$ cat src/rtl/uart_pkg.sv
// uart_pkg: parity modes, receiver FSM states and divisor/frame-length helpers for uart_rx_os
package uart_pkg;
  localparam int PAR_NONE = 0;
  localparam int PAR_ODD = 1;
  localparam int PAR_EVEN = 2;
  typedef enum logic [2:0] {IDLE, START, DATA, PAR, STOP, WAIT_HIGH} rx_state_e;
  function automatic int calc_div(input int clk_hz, input int baud, input int os);
    return (clk_hz + (baud * os) / 2) / (baud * os);
  endfunction
  function automatic int frame_bits(input int data_bits, input int parity, input int stop_bits);
    return 1 + data_bits + ((parity != PAR_NONE) ? 1 : 0) + stop_bits;
  endfunction
endpackage

$ cat src/rtl/uart_rx_fifo.sv
// uart_rx_fifo: power-of-two synchronous FIFO with wrap-bit pointers and a registered head word
module uart_rx_fifo #(
  parameter int WIDTH = 8,
  parameter int DEPTH = 4
) (
  input  logic             clk,
  input  logic             rst,
  input  logic             push_i,
  input  logic [WIDTH-1:0] din_i,
  input  logic             pop_i,
  output logic [WIDTH-1:0] dout_o,
  output logic             full_o,
  output logic             empty_o
);
  localparam int AW = $clog2(DEPTH);
  logic [WIDTH-1:0] mem_q [DEPTH];
  logic [WIDTH-1:0] dout_q;
  logic [AW:0] wptr_q, rptr_q, rptr_d;
  logic wr, rd;
  assign empty_o = wptr_q == rptr_q;
  assign full_o = wptr_q == {~rptr_q[AW], rptr_q[AW-1:0]};
  assign rd = pop_i && !empty_o;
  assign wr = push_i && (!full_o || rd);
  assign rptr_d = rptr_q + (AW+1)'(rd);
  assign dout_o = dout_q;
  always_ff @(posedge clk)
    if (wr) mem_q[wptr_q[AW-1:0]] <= din_i;
  always_ff @(posedge clk)
    if (rst) begin
      wptr_q <= '0;
      rptr_q <= '0;
      dout_q <= '0;
    end else begin
      wptr_q <= wptr_q + (AW+1)'(wr);
      rptr_q <= rptr_d;
      dout_q <= (rptr_d == wptr_q) ? din_i : mem_q[rptr_d[AW-1:0]];
    end
endmodule

$ cat src/rtl/uart_rx_os.sv
// uart_rx_os: oversampling UART receiver with majority vote, parity/stop checks and FIFO; break_det port via UART_RX_BREAK_DETECT_EN
module uart_rx_os
  import uart_pkg::*;
#(
  parameter int CLK_HZ     = 12_000_000,
  parameter int BAUD       = 9600,
  parameter int OVERSAMPLE = 16,
  parameter int DATA_BITS  = 8,
  parameter int PARITY     = 0,
  parameter int STOP_BITS  = 1,
  parameter int FIFO_DEPTH = 4
) (
  input  logic                 clk,
  input  logic                 rst,
  input  logic                 uart_rx,
  output logic [DATA_BITS-1:0] rx_data,
  output logic                 rx_valid,
  input  logic                 rx_ready,
  output logic                 frame_err,
  output logic                 parity_err,
  output logic                 overflow,
  output logic                 busy
`ifdef UART_RX_BREAK_DETECT_EN
  ,
  output logic                 break_det
`endif
);
  localparam int DIV = calc_div(CLK_HZ, BAUD, OVERSAMPLE);
  localparam int DW = $clog2(DIV + 1);
  localparam int PW = $clog2(OVERSAMPLE + 1);
  localparam int BW = $clog2(DATA_BITS + 1);
  localparam logic [PW-1:0] S1 = PW'(OVERSAMPLE / 2 - 1);
  localparam logic [PW-1:0] S2 = PW'(OVERSAMPLE / 2);
  localparam logic [PW-1:0] S3 = PW'(OVERSAMPLE / 2 + 1);
  localparam logic [PW-1:0] OS = PW'(OVERSAMPLE);
  rx_state_e state_q;
  logic [1:0] sync_q, smp_q;
  logic rx_prev_q, rx_s, tick, decide, vote, stop_ok, full, empty, pop;
  logic push_q, par_ok_q, stop_ok_q, frame_err_q, parity_err_q, ovf_q;
  logic [DW-1:0] div_q;
  logic [PW-1:0] ph_q, ph_n;
  logic [BW-1:0] bit_q;
  logic [DATA_BITS-1:0] shreg_q;
  assign rx_s = sync_q[1];
  assign tick = div_q == DW'(DIV - 1);
  assign ph_n = ph_q + PW'(1);
  assign decide = tick && ph_n == S3;
  assign vote = (smp_q[0] & smp_q[1]) | (smp_q[0] & rx_s) | (smp_q[1] & rx_s);
  assign stop_ok = stop_ok_q & vote;
  assign pop = rx_valid & rx_ready;
  assign rx_valid = !empty;
  assign busy = state_q != IDLE;
  assign frame_err = frame_err_q;
  assign parity_err = parity_err_q;
  assign overflow = ovf_q;
  always_ff @(posedge clk)
    if (rst) begin
      state_q <= IDLE;
      sync_q <= 2'b11;
      rx_prev_q <= 1'b1;
      smp_q <= '0;
      div_q <= '0;
      ph_q <= '0;
      bit_q <= '0;
      shreg_q <= '0;
      par_ok_q <= 1'b1;
      stop_ok_q <= 1'b1;
      push_q <= 1'b0;
      frame_err_q <= 1'b0;
      parity_err_q <= 1'b0;
      ovf_q <= 1'b0;
    end else begin
      sync_q <= {sync_q[0], uart_rx};
      rx_prev_q <= rx_s;
      push_q <= 1'b0;
      frame_err_q <= 1'b0;
      parity_err_q <= 1'b0;
      ovf_q <= ovf_q | (push_q & full & ~pop);
      div_q <= tick ? '0 : div_q + DW'(1);
      if (tick) begin
        ph_q <= (ph_n == OS) ? '0 : ph_n;
        if (ph_n == S1) smp_q[0] <= rx_s;
        if (ph_n == S2) smp_q[1] <= rx_s;
      end
      case (state_q)
        IDLE:
          if (rx_prev_q && !rx_s) begin
            state_q <= START;
            div_q <= '0;
            ph_q <= '0;
          end
        START:
          if (decide) begin
            state_q <= vote ? IDLE : DATA;
            bit_q <= '0;
            par_ok_q <= 1'b1;
            stop_ok_q <= 1'b1;
          end
        DATA:
          if (decide) begin
            shreg_q <= {vote, shreg_q[DATA_BITS-1:1]};
            bit_q <= (bit_q == BW'(DATA_BITS - 1)) ? '0 : bit_q + BW'(1);
            if (bit_q == BW'(DATA_BITS - 1)) state_q <= (PARITY != PAR_NONE) ? PAR : STOP;
          end
        PAR:
          if (decide) begin
            par_ok_q <= ((^shreg_q) ^ vote) == (PARITY == PAR_ODD);
            state_q <= STOP;
          end
        STOP:
          if (decide) begin
            stop_ok_q <= stop_ok;
            bit_q <= bit_q + BW'(1);
            if (bit_q == BW'(STOP_BITS - 1)) begin
              state_q <= stop_ok ? IDLE : WAIT_HIGH;
              frame_err_q <= !stop_ok;
              parity_err_q <= stop_ok && !par_ok_q;
              push_q <= stop_ok && par_ok_q;
            end
          end
        WAIT_HIGH:
          if (rx_s) state_q <= IDLE;
        default: state_q <= IDLE;
      endcase
    end
  uart_rx_fifo #(.WIDTH(DATA_BITS), .DEPTH(FIFO_DEPTH)) u_fifo (
    .clk(clk),
    .rst(rst),
    .push_i(push_q),
    .din_i(shreg_q),
    .pop_i(pop),
    .dout_o(rx_data),
    .full_o(full),
    .empty_o(empty)
  );
`ifdef UART_RX_BREAK_DETECT_EN
  localparam int LIM = frame_bits(DATA_BITS, PARITY, STOP_BITS) * OVERSAMPLE;
  localparam int LW = $clog2(LIM + 1);
  logic [LW-1:0] low_q;
  always_ff @(posedge clk)
    if (rst || rx_s) low_q <= '0;
    else if (tick && low_q != LW'(LIM)) low_q <= low_q + LW'(1);
  assign break_det = (low_q == LW'(LIM)) && !rx_s;
`endif
endmodule

$ cat config.mk
export PLATFORM = sky130hd
export DESIGN_NAME = uart_rx_os
export DESIGN_NICKNAME = d
export VERILOG_FILES = /design/src/rtl/uart_pkg.sv /design/src/rtl/uart_rx_fifo.sv /design/src/rtl/uart_rx_os.sv
export SDC_FILE = /design/constraint.sdc
export NUM_CORES = 1
export LEC_CHECK = 0
export CORE_MARGIN = 1.5
export CORE_UTILIZATION = 50
export DETAILED_ROUTE_END_ITERATION = 16
export DONT_BUFFER_PORTS = 1
export SLEW_MARGIN = 20
export SYNTH_ARGS = -nofsm -noshare
export SYNTH_HDL_FRONTEND = slang
export SYNTH_SLANG_ARGS = --single-unit
$ cat constraint.sdc
create_clock -name clk -period 3.3 [get_ports clk]
set_input_delay 0.825 -clock clk [delete_from_list [all_inputs] [get_ports clk]]
set_output_delay 0.825 -clock clk [all_outputs]
set_load 0.005 [all_outputs]
==> out/results.ini <==
[run_status]
status=finished clean

[clock_network]
post_cts_resized=0
cts_hold_buffers=0
cts_buffers=9
cts_sinks=84

[yosys]
synthArstFlopShare_pct=0
synthTopLogicFamily=simple AND/OR/NAND/NOR gates
netlist_top_cells_count=52 x dfxtp_1, 41 x nor2_1, 32 x edfxtp_1
yosysTopAreaCell=dfxtp_1
top_area_share_pct=28.2
topCellsByArea=dfxtp_1 28%, edfxtp_1 26%, mux2i_1 5.4%, mux4_2 4.9%, xnor2_1 4.8%
syn-instance-count=320
synth_cell_type_count=50
yosysSeqAreaShare_pct=54.3

[layout]
clkCellAreaFrac_pct=5.42
inverters_excl_clock=8
fin_area_um2=4010
area_growth_pct=8.89
layout_top_cells=52 x dfxtp_1, 41 x nor2_1, 32 x edfxtp_1, 20 x xnor2_1, 20 x mux2i_1
comb_area_um2=1600
largest_reg_flops=32
clockBufferCount=11
fin_util_pct=55.9
seq_share_pct=49.9
buffers=5
ff_count=84
buffer_area_share_pct=0.935
comb_share_pct=39.9
largest_class=sequential cells
drive_gt1_share_pct=12.1

[hold_path]
hold_path_depth=1
min_from=sync_q[0]

[pwr]
clock_power_share_pct=41.9
clk-power_uw=801
power-per-cell-area_nw_per_um2=476
p_seq_share_pct=56.5
internal-power_uw=1520
finalPower_uw=1910
pg_comb_uw=30.1
p_leak_uw=0.00137

[drt]
drc=0
ant_nets=0
drt_iter0_markers=79
vias=2268
drt-pass1-iter-count=4
drt-total-wl_um=6320
met2WireLength_um=3080
wl_met3_um=184

[final_timing]
max_slew_margin_pct=51.8
finalSetupViolCount=0
finalSetupTns_ns=0
max_freq_ghz=0.397
hold-worst-slack_ns=0.433
grt_setup_unrepaired=no
final_hold_viol_count=0
tightestPinTransition_ns=0.718
clock_skew_ns=0.00641

[setup_path]
crit_path_start_kind=register
cp_max_fo=7
cp-startpoint=u_fifo.wptr_q[1]
endpoint=u_fifo.dout_o[2]
r2r_cells=8
r2r_start=u_fifo.wptr_q[1]
path_class=register to register
cpMaxStageDelayCell=mux4_2
cp_slowest_stage_delay_ns=0.51
cp_top_family=multiplexers
cp_cell_sequence=xnor2_1 > nand3_1 > and2_1 > ha_1 > buf_4 > mux4_2 > mux2i_1 > nor2_1

[die]
core-area_um2=7180
chipArea_um2=7900
taps=99
fp_util_pct=51.4

[grt]
grtUsageTotal_pct=17.8
overflow=0

[place]
dpl_cell_area_um2=3800
globalplace.congestion=0.762
placed_cells=413
portBuffers=0

### Met3 routing

Drawn at 3 px/um.
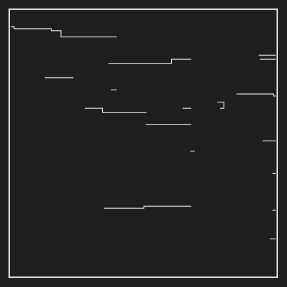
share of all routed wire: 2.9%
main direction: horizontal

### Selected gate families

Drawn at 6 px/um.
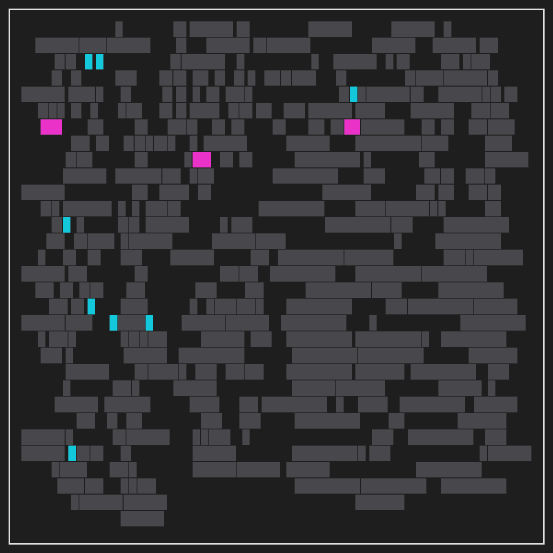
| family | colour | cells |
|---|---|---|
| inv cells | cyan | 8 |
| non-inverting ao/oa cells | magenta | 3 |

### Cells by drive strength

Drawn at 6 px/um.
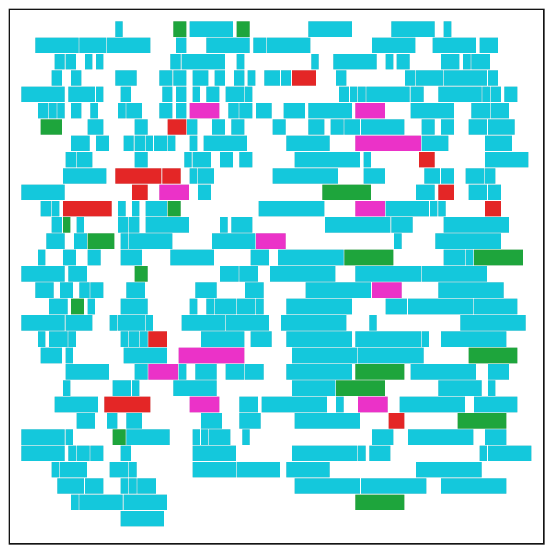
| size | colour | cells | share | most used |
|---|---|---|---|---|
| x3 and x4 | red | 12 | 3.6% | buf_4 |
| x1 and smaller | cyan | 290 | 88% | dfxtp_1 |
| x6 and larger | magenta | 11 | 3.3% | clkbuf_8 |
| x2 | green | 17 | 5.2% | mux4_2 |

### Met2 routing

Drawn at 3 px/um.
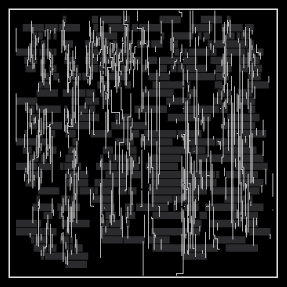
wire length on this layer: 3080 um
share of all routed wire: 49%
longest straight run: 45.6 um
main direction: vertical
nets with wire on the layer: 284

### Routing congestion

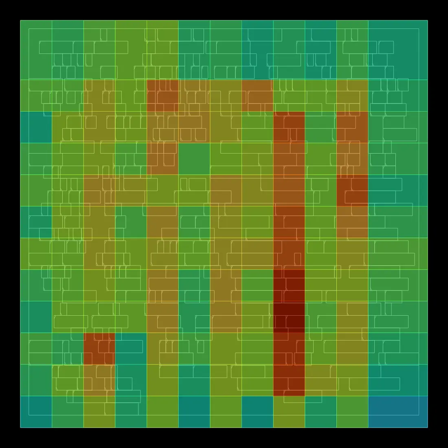
busiest layer in global routing: met2
M3 GR Usage: 4.29%
grt met2 use: 28.9%
met1 usage: 22.9%
wire length per cell: 14.7 um

No activity file was given, so power comes from the tool's default toggle rates.
